Fig. 1: met3 routing
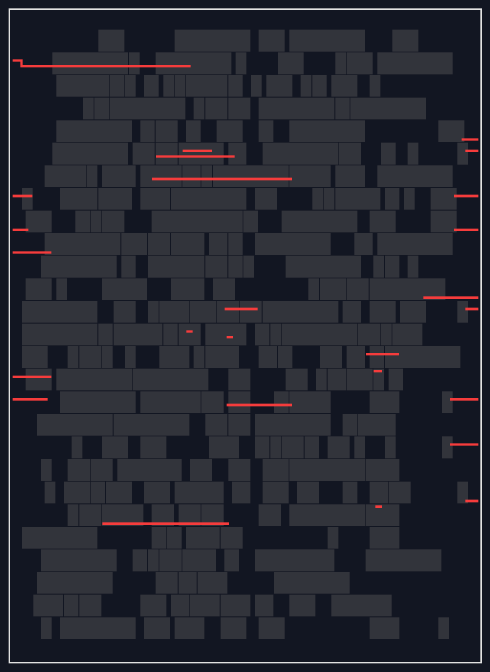
Fig. 2: metal 1
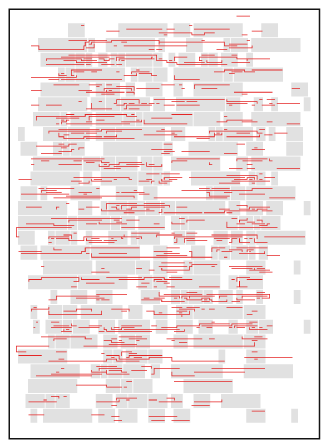
Fig. 3: routing congestion map
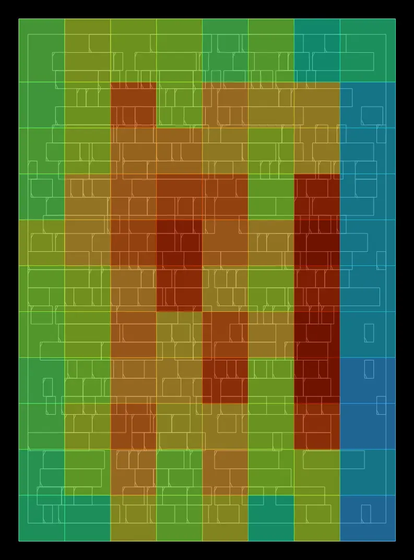
==> config.mk <==
export PLATFORM = sky130hd
export DESIGN_NAME = pair_capture_monitor
export DESIGN_NICKNAME = d
export VERILOG_FILES = /design/src/rtl/pair_mon_pkg.sv /design/src/rtl/sat_counter.sv /design/src/rtl/pair_capture_monitor.sv
export SDC_FILE = /design/constraint.sdc
export NUM_CORES = 1
export LEC_CHECK = 0
export CORE_ASPECT_RATIO = 1.4
export CORE_MARGIN = 1
export CORE_UTILIZATION = 47
export DETAILED_ROUTE_END_ITERATION = 10
export PLACE_DENSITY_LB_ADDON = 0.3
export RECOVER_POWER = 50
export SYNTH_ARGS = -nofsm -noshare
export SYNTH_HDL_FRONTEND = slang
export SYNTH_SLANG_ARGS = --single-unit
==> constraint.sdc <==
create_clock -name clk -period 1.68 [get_ports clk]
set_clock_uncertainty 0.15 [all_clocks]
set_input_delay 0.336 -clock clk [delete_from_list [all_inputs] [get_ports clk]]
set_output_delay 0.336 -clock clk [all_outputs]
set_load 0.02 [all_outputs]
==> reports/metrics.cfg <==
[power_and_ir_drop]
power_density_nw_per_um2=714
p_seq_share_pct=51.3
p_comb_share_pct=7.1
maxPowerGroup=sequential cells
switchingPower_mw=0.451

[global_routing]
antenna_found_initial=0
grt_pass1_wl_um=7710

[die]
die-area_um2=4450

[clocking]
clk_pin_slew_ns=0.08
cts_setup_buffers=2
clockBufferDepth=2

[final_timing]
timing.final.ws_setup_ns=-0.107
rsz0062_at_grt=yes
finalSetupViolCount=16
finalHoldViolCount=0

[placement]
numPortBuffers=26

[yosys]
aoi_share_pct=13.8
ys_types=45
xor_share_pct=2.68
ys_cells=193

[run_status]
violations=setup timing
status=finished, violations left

[route]
wl_met2_um=2440

[cells_and_area]
sh_seq_area_pct=37.7
clock_buffers=5

[worst_setup_path]
critPathMaxFanout=5
crit_chain=buf_1, and4_1, buf_4, or3_4, nor2_1
cp-end-kind=flop
crit_buf_inv=2
cpMaxStageDelayCell=dfrtp_2

About Fig. 1:
nets with wire on the layer	21
longest straight run	20.2 um
main direction	horizontal
met3 GRT Util: 4.12%
detailed-route wire length: 4570 um
Vias: 1700

About Fig. 2:
share of all routed wire	42%
nets with wire on the layer	239
met1 Track Usage GR: 25.3%

About Fig. 3:
Routed wire per std cell: 15.2 um
Top Usage Layer GRT: met2

